File: config.mk
export PLATFORM = sky130hd
export DESIGN_NAME = multiplier_iterative_rtl
export DESIGN_NICKNAME = d
export VERILOG_FILES = /design/src/rtl/multiplier_iterative_rtl.sv
export SDC_FILE = /design/constraint.sdc
export NUM_CORES = 1
export LEC_CHECK = 0
export CAP_MARGIN = 30
export CORE_ASPECT_RATIO = 1.2
export CORE_MARGIN = 2
export CORE_UTILIZATION = 40
export DETAILED_ROUTE_END_ITERATION = 7
export PLACE_DENSITY = 0.59
export REMOVE_ABC_BUFFERS = 1
export SETUP_SLACK_MARGIN = 0.1
export SYNTH_ARGS = -nofsm -noshare
export SYNTH_HDL_FRONTEND = slang
export SYNTH_SLANG_ARGS = --single-unit
File: constraint.sdc
create_clock -name clk -period 6.54 [get_ports clk]
set_input_delay 1.308 -clock clk [delete_from_list [all_inputs] [get_ports clk]]
set_output_delay 1.308 -clock clk [all_outputs]
set_load 0.05 [all_outputs]
File: src/rtl/multiplier_iterative_rtl.sv
// multiplier_iterative_rtl: multi-cycle shift-add integer multiplier for the RV32M multiply group
module multiplier_iterative_rtl #(
   parameter int WIDTH          = 32,
   parameter int BITS_PER_CYCLE = 1
) (
   input  logic             clk,
   input  logic             reset,
   input  logic             in_val,
   output logic             in_rdy,
   input  logic [WIDTH-1:0] in0,
   input  logic [WIDTH-1:0] in1,
   input  logic [1:0]       mode,
   output logic             out_val,
   input  logic             out_rdy,
   output logic [WIDTH-1:0] result
);
   localparam int N  = WIDTH / BITS_PER_CYCLE;
   localparam int CW = (N > 1) ? $clog2(N) : 1;
   localparam logic [1:0] IDLE   = 2'd0;
   localparam logic [1:0] CALC   = 2'd1;
   localparam logic [1:0] DONE   = 2'd2;
   localparam logic [1:0] MUL    = 2'b00;
   localparam logic [1:0] MULH   = 2'b01;
   localparam logic [1:0] MULHSU = 2'b10;
   logic [1:0]         state_q, state_d;
   logic [CW-1:0]      cnt_q, cnt_d;
   logic [2*WIDTH-1:0] mcand_q, mcand_d;
   logic [WIDTH-1:0]   mplier_q, mplier_d;
   logic [2*WIDTH-1:0] acc_q, acc_d;
   logic               neg_q, neg_d;
   logic               high_q, high_d;
   logic [WIDTH-1:0]   result_q, result_d;
   logic               a_signed, b_signed, a_neg, b_neg;
   logic [WIDTH-1:0]   a_mag, b_mag;
   logic [2*WIDTH-1:0] step_sum, product;
   logic               last;
   // Operand magnitudes so the datapath only ever does an unsigned shift-add;
   // the most-negative value maps onto itself, which is its correct unsigned magnitude
   always_comb begin
      a_signed = (mode == MULH) || (mode == MULHSU);
      b_signed = mode == MULH;
      a_neg    = a_signed && in0[WIDTH-1];
      b_neg    = b_signed && in1[WIDTH-1];
      a_mag    = a_neg ? -in0 : in0;
      b_mag    = b_neg ? -in1 : in1;
   end
   // One iteration: add the shifted multiplicand for each retired multiplier bit, then fix the sign
   always_comb begin
      step_sum = acc_q;
      for (int j = 0; j < BITS_PER_CYCLE; j++)
         step_sum = step_sum + (mplier_q[j] ? (mcand_q << j) : '0);
      product = neg_q ? -step_sum : step_sum;
      last    = cnt_q == CW'(N - 1);
   end
   // Next-state logic: IDLE latches operands, CALC iterates N times, DONE holds until consumed
   always_comb begin
      state_d  = state_q;
      cnt_d    = cnt_q;
      mcand_d  = mcand_q;
      mplier_d = mplier_q;
      acc_d    = acc_q;
      neg_d    = neg_q;
      high_d   = high_q;
      result_d = result_q;
      case (state_q)
         IDLE: if (in_val) begin
            state_d  = CALC;
            cnt_d    = '0;
            mcand_d  = {{WIDTH{1'b0}}, a_mag};
            mplier_d = b_mag;
            acc_d    = '0;
            neg_d    = a_neg ^ b_neg;
            high_d   = mode != MUL;
         end
         CALC: begin
            acc_d    = step_sum;
            mcand_d  = mcand_q << BITS_PER_CYCLE;
            mplier_d = mplier_q >> BITS_PER_CYCLE;
            cnt_d    = cnt_q + 1'b1;
            if (last) begin
               state_d  = DONE;
               result_d = high_q ? product[2*WIDTH-1:WIDTH] : product[WIDTH-1:0];
            end
         end
         DONE: state_d = out_rdy ? IDLE : DONE;
         default: state_d = IDLE;
      endcase
   end
   // State registers; reset aborts any in-flight or held request
   always_ff @(posedge clk or negedge reset) begin
      if (!reset) begin
         state_q  <= IDLE;
         cnt_q    <= '0;
         mcand_q  <= '0;
         mplier_q <= '0;
         acc_q    <= '0;
         neg_q    <= 1'b0;
         high_q   <= 1'b0;
         result_q <= '0;
      end else begin
         state_q  <= state_d;
         cnt_q    <= cnt_d;
         mcand_q  <= mcand_d;
         mplier_q <= mplier_d;
         acc_q    <= acc_d;
         neg_q    <= neg_d;
         high_q   <= high_d;
         result_q <= result_d;
      end
   end
   assign in_rdy  = state_q == IDLE;
   assign out_val = state_q == DONE;
   assign result  = result_q;
endmodule

==> metrics.yaml, run 1 <==
final_layout:
  syn_to_final_growth_pct: 14.99
  nFillCells: 3992
  instances_no_fill: 2639
  lay_top_cells: "nand2_1, o21ai_0, dfrtp_1, nor2_1, a21oi_1"
  design_area_um2: 18500
  fin_nets: 2230
  num_antenna_cells: 0
  drive_gt1_frac: 0.06173
  lay_top_count: "nand2_1"
  fin_util: 0.4656
global_routing:
  first_global_vias: 15220
  grt_max_degree: 112
  grtUsageTotal: 0.2572
  grt-ovfl-total: 0
  grt_pass1_wl_mm: 86.33
  antenna_found_initial: 0
logic_synthesis:
  postSynthCellCount: 2039
  ys_cells: 2039
  yosys-stat-area_um2: 16090
  area_leaders: "dfrtp_1, o21ai_0, nand2_1"
  yosysTopAreaCell: "dfrtp_1"
  edf_count: 0
  netlist_area_um2: 16090
  yosys.area.top_type_share: 0.3126
  synthTopCellsByCount: "nand2_1, o21ai_0, dfrtp_1"
  yosysWarnings: 0
  synth_cell_types: 93
  syn_area_per_cell_um2: 7.890
  synthArstFlopShare: 1.000
  most_common_cell: "nand2_1"
  dominantRegCellSynth: "dfrtp_1"
  ys_ff: 201
  ys_seq_frac: 0.3126
floorplan:
  die_area_um2: 41850
  core_um2: 39740
  row_count: 80
  die_x_um: 187.1
  io_pins: 104
  fp-utilization: 0.4048
  die_height_um: 223.7
clocking:
  cts_setup_buffers: 0
  cts_tree: "done"
  root_buffer: "clkbuf_16"
  path_clk_slew_ps: 60
  clockBufferDepth: 3
  cts_hold_buffers: 0
  clk_latency_ps: 550
  htree_levels: 1
  cts_resized: 0
drt:
  dr.first_iter.drc_count: 1284
  post_drt_wl_per_cell_um: 20.77
  vias_per_cell: 6.011
  drc: 0
  drt-pass1-iter-count: 5
  drtAntennaViolNets: 0
sta:
  report.final.slew_viol_count: 0
  hold_slack_ps: 483.4
  setup_violations: 0
  fin_skew_ps: 16.81
  fin_setup_tns_ps: 0
  fmax_mhz: 173.8
  maxSlewHeadroom: 0.3252
  period_minus_slack_ps: 5753
  fin_ws_ps: 787.2
  worst_slew_pin_slew_ps: 1010
  rsz0062_at_grt: "no"
  finalHoldViolations: 0
  finalClockPeriodUsage: 0.8796
min_path:
  holdPathStages: 1
  hp-class: "flop to flop"
  hp-start: "result[12]"
  holdPathEnd: "result[12]"
worst_setup_path:
  r2r_cells: 16
  crit_fanout: 22
  r2r_slack_ps: 790
  crit_path_end_kind: "flop"
  cp_data_arrival_time_ps: 6210
  r2r-start: "mplier_q[0]"
  r2r-end: "result[26]"
  critPathKind: "flop to flop"
  crit_required_ps: 7000
  cp_slowest_cell: "a311oi_1"
  slowest_delay_ps: 660
  crit_path_start_kind: "flop"
  crit_chain: "and2_1 -> ha_1 -> nand2_1 -> nor3_1 -> o211ai_1 -> a311oi_1 -> a21oi_1 -> xor2_1 -> buf_4 -> nand4b_1 -> nor4_2 -> nand2_1 -> buf_4 -> nor4_1 -> mux2_2 -> o22ai_1"
  crit_end: "result[26]"
  crit_path_start: "mplier_q[0]"
placed_design:
  place_inst: 2596
  io_buffers: 103
  place_area_um2: 17690
  dp_slack_ps: 872.4
  place_hpwl_mm: 42.03
  gp_congestion: 0.9928
pwr:
  clkPwrFrac: 0.152
  power.leakage_nw: 7.446
  intPower_mw: 4.523
  p_total_mw: 9.146
  comb_power_share: 0.614
  powerDensity_nw_per_um2: 494.4
  peakVddDrop_mv: 0.1981
  seq_power_share: 0.235
  swShare: 0.5054
  p_sw_mw: 4.623
run:
  warnings: 28
  maxCapViolCount: 0
status:
  outcome: "completed"
run 1: power groups by stage:
stage	clock (mW)	combinational [mW]	sequential, mW
4_1_cts	1.42	5.56	2.15
6_report	1.39	5.61	2.15
3_3_place_gp	0	5.49	2.16
2_1_floorplan	0	3.44	2.32
3_5_place_dp	0	5.54	2.16
5_1_grt	1.46	6.12	2.22
run 1: critical path: cells and delay by family, from the launching register on:
kind | cells | cell delay (ps)
compound gates | 4 | 1340
xor+xnor | 1 | 190
mux | 1 | 380
fa+ha+maj | 1 | 510
buf+inv | 2 | 410
simple gates | 7 | 2220
flops | 1 | 600
run 1: kinds of logic (layout without fill, tap and decap cells):
family | after synthesis | after routing | synth area share
AND/OR/NAND/NOR | 778 | 778 | 0.2388
AND-OR/OR-AND | 685 | 685 | 0.2704
flip-flops | 201 | 201 | 0.3126
buffers and inverters | 149 | 216 | 0.03539
XOR/XNOR | 127 | 127 | 0.06914
adder cells (fa/ha/maj) | 71 | 71 | 0.05569
multiplexers | 28 | 28 | 0.01797
run 1: layout make-up:
class | count | area [um^2] | area share
Clock buffer | 34 | 729.5 | 0.03943
Sequential cell | 201 | 5031 | 0.2719
Tap cell | 533 | 666.9 | 0.03605
Inverter | 27 | 101.3 | 0.005478
Timing Repair Buffer | 146 | 1368 | 0.07392
Clock inverter | 9 | 78.83 | 0.004261
Multi-Input combinational cell | 1689 | 10530 | 0.5689
run 1: sequential cells by signal (all words and copies together), names as in the netlist:
name and flops:
mcand_q 64, high_q 1, mplier_q 32, neg_q 1, state_q 2, result 32, acc_q 64, cnt_q 5
run 1: routing by layer:
metal | global-route usage | up-vias | wire, um
li1 | - | 7616 | -
met1 | 0.3312 | 7649 | 23530
met2 | 0.4441 | 502 | 26500
met3 | 0.02679 | 95 | 2704
met4 | 0.09959 | 0 | 2083
met5 | 0 | - | 0
### Clock wiring as the flow saved it, run 1

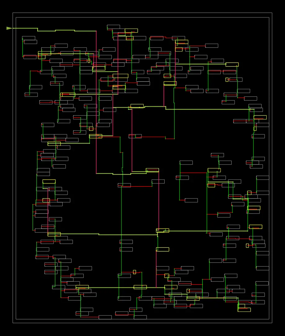
Num CTS Buffers: 24
CTS sink count: 201
clkbuf count: 34

### Routed metal, one colour a layer, run 1

The bar under the picture is 50 um long.
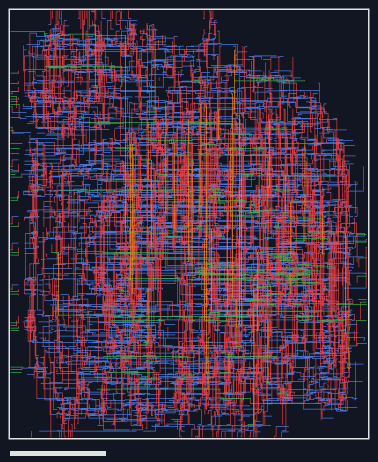
legend:
  blue:
    layer: met1
    wire_length: 23.5 mm
  orange:
    layer: met4
    wire_length: 2080 um
  red:
    layer: met2
    wire_length: 26.5 mm
  green:
    layer: met3
    wire_length: 2700 um
DR vias: 15860
DRT Wirelength: 54.82 mm

### Register map, names as in the netlist, run 1

The bar under the picture is 50 um long.
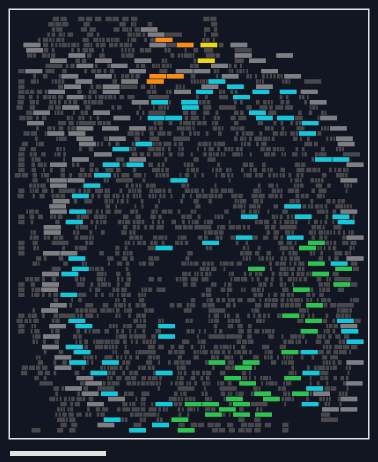
legend:
  green:
    name_in_the_netlist: `result`
    placed_flops: 32
  yellow:
    name_in_the_netlist: `state_q`
    placed_flops: 2
  orange:
    name_in_the_netlist: `cnt_q`
    placed_flops: 5
    where: top centre
  cyan:
    name_in_the_netlist: `acc_q`
    placed_flops: 64
    where: spread over the die
not coloured: 98
FF/Latch Area: 5031 um^2
seq pwr: 2.15 mW

==> run 2, diff against run 1 <==
- CTS_CLUSTER_DIAMETER: not set -> 150
- SLEW_MARGIN: not set -> 10
### Sizing map, run 2

The bar under the picture is 50 um long.
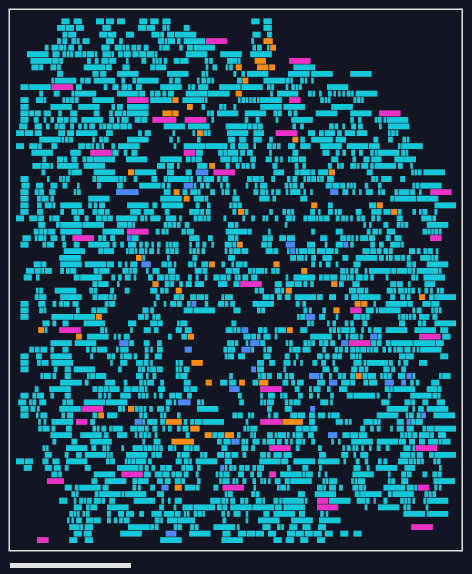
legend:
  cyan:
    size: drive 1 or less
    cells: 1979
    most_used: nand2_1
  magenta:
    size: drive 6 and up
    cells: 36
    most_used: clkbuf_16
  orange:
    size: drive 3 to 4
    cells: 55
    most_used: buf_4
  blue:
    size: drive 2
    cells: 36
    most_used: or2_2
Signal buffers: 147
Setup WS post-layout: 815.9 ps
final instance area: 18500 um^2
Area growth syn-to-layout: 14.98%

==> run 2 against run 1 <==
Net effect:
- the run now ends with DRC left
- largest power group unchanged
- highest routed layer unchanged
- setup slack better by 29 ps
- clock-buffer cell count rose by 3
- critical path depth did not move
- non-clock buffer count grew 1
==> metrics.yaml, run 2 <==
logic_synthesis:
  synth_cell_types: 93
  yosysTopAreaCell: "dfrtp_1"
  ys_sh_adder: 0.05569
  area_leaders: "dfrtp_1, o21ai_0, nand2_1"
  most_common_cell: "nand2_1"
  synthAoiAreaFrac: 0.2704
  ys_sh_mux: 0.01797
  dominantRegCellSynth: "dfrtp_1"
  edf_count: 0
  yosysWarnings: 0
  synthTopCellsByCount: "nand2_1, o21ai_0, dfrtp_1"
  yosys.area.top_type_share: 0.3126
pwr:
  power.leakage_nw: 7.438
  clkPwrFrac: 0.146
  seq_power_share: 0.236
  powerDensity_nw_per_um2: 492.0
  p_sw_mw: 4.605
  peakVddDrop_mv: 0.2140
  p_seq_mw: 2.15
  comb_power_mw: 5.62
drt:
  vias_per_cell: 5.997
  dr_total_vias: 15830
  drtAntennaViolNets: 0
  drc: 3
  post_drt_wl_per_cell_um: 20.79
worst_setup_path:
  slowest_delay_ps: 740
  critPathKind: "flop to flop"
  r2r_cells: 16
  r2r-end: "result[10]"
  crit_path_end_kind: "flop"
  cp_slowest_cell: "dfrtp_1"
  cp_data_arrival_time_ps: 6210
floorplan:
  core_um2: 39740
  die_x_um: 187.1
  die_height_um: 223.7
  io_pins: 104
  row_count: 80
clocking:
  cts_hold_buffers: 0
  clockBufferDepth: 3
  numCtsBuffers: 24
  clk_latency_ps: 560
  htree_levels: 1
  cts_tree: "done"
  cts_resized: 0
sta:
  rsz0062_at_grt: "no"
  worst_slew_pin_slew_ps: 934.4
  setup_violations: 0
  finalHoldViolations: 0
  maxSlewHeadroom: 0.3713
  finalClockPeriodUsage: 0.8752
  hold_slack_ps: 482.2
  fmax_mhz: 174.7
run:
  maxCapViolCount: 0
global_routing:
  first_global_vias: 15330
  antenna_found_initial: 0
  grt.busiest_layer: "met2"
  grt_pass1_wl_mm: 86.72
placed_design:
  place_hpwl_mm: 41.95
  gp_congestion: 0.9928
  place_area_um2: 17700
  place_inst: 2596
min_path:
  holdPathEnd: "result[15]"
  hp-start: "result[15]"
  holdPathStages: 2
final_layout:
  fin_nets: 2231
  reg_top3: "acc_q x64, mcand_q x64"
status:
  outcome: "finished, violations left"
  failed_checks: "DRC"
==> run 2: netlist changes by cell type in the layout (fill, tap and decap cells not counted), sizes merged <==
cell           previous run  this run
clkinvlp                  2         1
inv                      27        28
bufinv                    1         0
clkinv                    6         3
clkbuf                   35        38
clkdlybuf4s15             0         1
==> run 2: cell type report <==
type,instances,area [um^2]
fill,3995,21240
multi-input combinational,1689,10530
sequential,201,5031
timing repair buffer,147,1401
clock buffer,37,740.7
tap,533,666.9
inverter,27,101.3
clock inverter,5,31.28
==> run 2: worst max-delay path by stage <==
stage | endpoint | start | slack, ps | cells past startpoint
final | result[10] | mplier_q[0] | 820 | 16
after global routing | result[24] | mplier_q[0] | 350 | 16
after CTS | result[10] | mplier_q[0] | 800 | 16
after global placement | result[10] | mplier_q[0] | 890 | 16
after floorplan | mcand_q[1] | state_q[1] | -2330 | 3
after detailed placement | result[10] | mplier_q[0] | 820 | 16
==> run 2: cell families (layout without fill, tap and decap cells) <==
logic type / after synthesis / after routing
simple gates: 778 / 778
compound gates: 685 / 685
flops: 201 / 201
buf+inv: 149 / 216
xor+xnor: 127 / 127
fa+ha+maj: 71 / 71
mux: 28 / 28
==> run 2: metrics by stage <==
stage               power [mW]  worst slack, ps  setup TNS [ps]  utilization
floorplan                5.762            -2330         -213580            -
global placement         7.645            889.4               0       0.4451
detailed placement       7.701            820.3               0       0.4454
CTS                      9.074            804.4               0       0.4648
global route             9.770            347.2               0       0.4655
finish                   9.101            815.9               0       0.4655
==> run 2: per-layer routing <==
| layer | wire (um) | up-vias |
|---|---|---|
| li1 | - | 7623 |
| met1 | 23530 | 7613 |
| met2 | 26530 | 473 |
| met3 | 2465 | 117 |
| met4 | 2338 | 0 |
| met5 | 0 | - |
==> run 3, diff against run 2 <==
- REMOVE_ABC_BUFFERS: 1 -> not set
### Port wiring, run 3

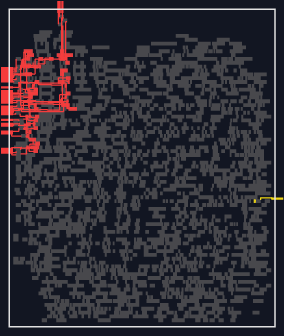
legend:
  yellow:
    port: `out_val`
    direction: output
    edge: right
    end_cells: 1
    buffers: 1
    wire: 11.9 um
  red:
    port: `in1`
    direction: input
    edge: 29 left, 3 top
    end_cells: 68
    buffers: 32
    wire: 1100 um
Ports: 104
input/output buffers: 103

==> run 3 against run 2 <==
Net effect:
- the run now ends clean
- sequential power barely moved
- clock skew decreased by 8.1 ps
- core utilization up 0.14 points
- design area increased by 0.31%
- combinational power grew 2%
- critical path depth stayed put
- synthesized area unchanged
- clock-buffer cell count shrank 6
- cell count hardly changed
- global-route usage down 0.50 points
- non-clock buffer count is 1 lower
==> metrics.yaml, run 3 <==
status:
  outcome: "completed"
logic_synthesis:
  yosys.area.top_type_share: 0.3126
  synth_cell_types: 93
  syn_area_per_cell_um2: 7.890
  synthTopCellsByCount: "nand2_1, o21ai_0, dfrtp_1"
  area_leaders: "dfrtp_1, o21ai_0, nand2_1"
  yosysWarnings: 0
  yosysTopAreaCell: "dfrtp_1"
  most_common_cell: "nand2_1"
  postSynthCellCount: 2039
  ys_ff: 201
  edf_count: 0
  synthArstFlopShare: 1.000
  fp_nets: 2180
  yosys-stat-area_um2: 16090
  netlist_area_um2: 16090
  dominantRegCellSynth: "dfrtp_1"
  ys_cells: 2039
  ys_seq_frac: 0.3126
min_path:
  hp-class: "flop to flop"
  hp-start: "result[2]"
  holdPathStages: 2
  holdPathEnd: "result[2]"
pwr:
  powerDensity_nw_per_um2: 503.9
  swShare: 0.5049
  power_leader: "combinational logic"
  power.leakage_nw: 7.466
  p_sw_mw: 4.721
  power_clock_mw: 1.48
  peakVddDrop_mv: 0.2161
  intPower_mw: 4.629
  seq_power_share: 0.229
  comb_power_share: 0.613
  p_seq_mw: 2.15
  comb_power_mw: 5.73
  clkPwrFrac: 0.158
sta:
  worst_slew_pin_slew_ps: 989.5
  fin_skew_ps: 19.15
  period_minus_slack_ps: 6091
  finalHoldViolations: 0
  setup_violations: 0
  finalClockPeriodUsage: 0.9314
  fin_setup_tns_ps: 0
  maxSlewHeadroom: 0.3388
  report.final.slew_viol_count: 0
  rsz0062_at_grt: "no"
  fmax_mhz: 164.2
final_layout:
  nFillCells: 3978
  fin_nets: 2230
  reg_top3: "acc_q x64, mcand_q x64"
  num_antenna_cells: 0
  instances_no_fill: 2640
  syn_to_final_growth_pct: 15.34
  drive_gt1_frac: 0.06217
  lay_top_cells: "nand2_1, o21ai_0, dfrtp_1, nor2_1, a21oi_1"
  lay_top_count: "nand2_1"
floorplan:
  core_um2: 39740
  die_x_um: 187.1
  die_height_um: 223.7
  row_count: 80
  fp-utilization: 0.4048
  die_area_um2: 41850
global_routing:
  grt-ovfl-total: 0
  grt_pass1_wl_mm: 84.73
  met1_usage: 0.3310
  use_met2: 0.4159
  grt.busiest_layer: "met2"
  antenna_found_initial: 0
  grt_use_met3: 0.02789
  first_global_vias: 14990
  grtUsageTotal: 0.2533
  grt_max_degree: 135
placed_design:
  place_hpwl_mm: 41.98
  gp_congestion: 0.9781
  place_inst: 2596
drt:
  wl_met1_mm: 23.69
  maxUsedRoutingLayer: "met4"
  vias_per_cell: 5.989
  dr_total_vias: 15810
  drc: 0
  dr.first_iter.drc_count: 1235
  drt-pass1-iter-count: 5
  wl_met2_mm: 24.88
  routed_wl_mm: 54.61
  post_drt_wl_per_cell_um: 20.68
  met3_length_mm: 3.001
  drtAntennaViolNets: 0
clocking:
  cts_setup_buffers: 0
  cts_tree: "done"
  path_clk_slew_ps: 60
  numCtsBuffers: 24
  cts_hold_buffers: 0
  clockBufferDepth: 3
  root_buffer: "clkbuf_16"
  htree_levels: 1
  cts_resized: 0
  clk_latency_ps: 560
  cts_num_sinks: 201
run:
  maxCapViolCount: 0
  warnings: 29
worst_setup_path:
  cp_data_arrival_time_ps: 6520
  crit_required_ps: 6970
  crit_path_end_kind: "flop"
  r2r_slack_ps: 450
  cp_slowest_cell: "dfrtp_1"
  critPathKind: "flop to flop"
  crit_path_start_kind: "flop"
  r2r-start: "mplier_q[0]"
  slowest_delay_ps: 820
  r2r-end: "result[8]"
  crit_chain: "and2_1 -> ha_1 -> inv_1 -> fa_1 -> and2b_1 -> o2111ai_4 -> a211o_1 -> a211oi_1 -> nor2_1 -> xor2_1 -> o2111ai_1 -> or4_1 -> o31ai_1 -> xnor2_1 -> a21oi_1 -> a21o_1"
  crit_fanout: 29
  r2r_cells: 16
[run 3: cell counts after synthesis]
Identical to the previous run, type by type.
[run 3: final cells by class]
class	instances	area, um^2	area share
multi-input cells	1689	10510	0.5666
flip-flops and latches	201	5031	0.2711
repair buffers	146	1370	0.07384
clock buffers	31	686.9	0.03702
well taps	533	666.9	0.03594
clock inverters	13	185.2	0.009980
inverters	27	101.3	0.005462
[run 3: cells by family (layout without fill, tap and decap cells)]
logic type | after synthesis | count (layout) | synth area share
DFF | 201 | 201 | 0.3126
and+or+nand+nor | 778 | 778 | 0.2388
xor gates and xnor gates | 127 | 127 | 0.06914
adders and majority gates | 71 | 71 | 0.05569
AOI/OAI and AO/OA | 685 | 685 | 0.2704
muxes | 28 | 28 | 0.01797
buffers and inverters | 149 | 217 | 0.03539
[run 3: metrics by stage]
stage                     power (mW)  utilization  instance area, um^2  setup WS [ps]  hold slack [ps]
after global placement         7.748       0.4450                17680          632.5            456.1
after CTS                      9.312       0.4669                18560          549.8            477.5
after detailed placement       7.811       0.4450                17680          588.3            462.7
after floorplan                5.841            -                16090           1435            449.4
after global routing           9.959       0.4669                18560          117.3            495.8
final                          9.350       0.4669                18560          449.0            473.7
[run 3: worst max-delay path by stage]
stage | from | end | slack (ps)
after floorplan | mplier_q[0] | result[24] | 1440
after global placement | mplier_q[0] | result[8] | 630
after detailed placement | mplier_q[0] | result[8] | 590
after CTS | mplier_q[0] | result[8] | 550
after global routing | mplier_q[0] | result[8] | 120
final | mplier_q[0] | result[8] | 450
[run 3: worst max-delay path: cells and delay by family, from the launching register on]
kind,cells,cell delay [ps]
AND-OR/OR-AND,7,2160
adder cells (fa/ha/maj),2,590
AND/OR/NAND/NOR,4,1500
buffers and inverters,1,60
flip-flops,1,820
XOR/XNOR,2,820
Power is estimated from default activity; no workload was simulated.
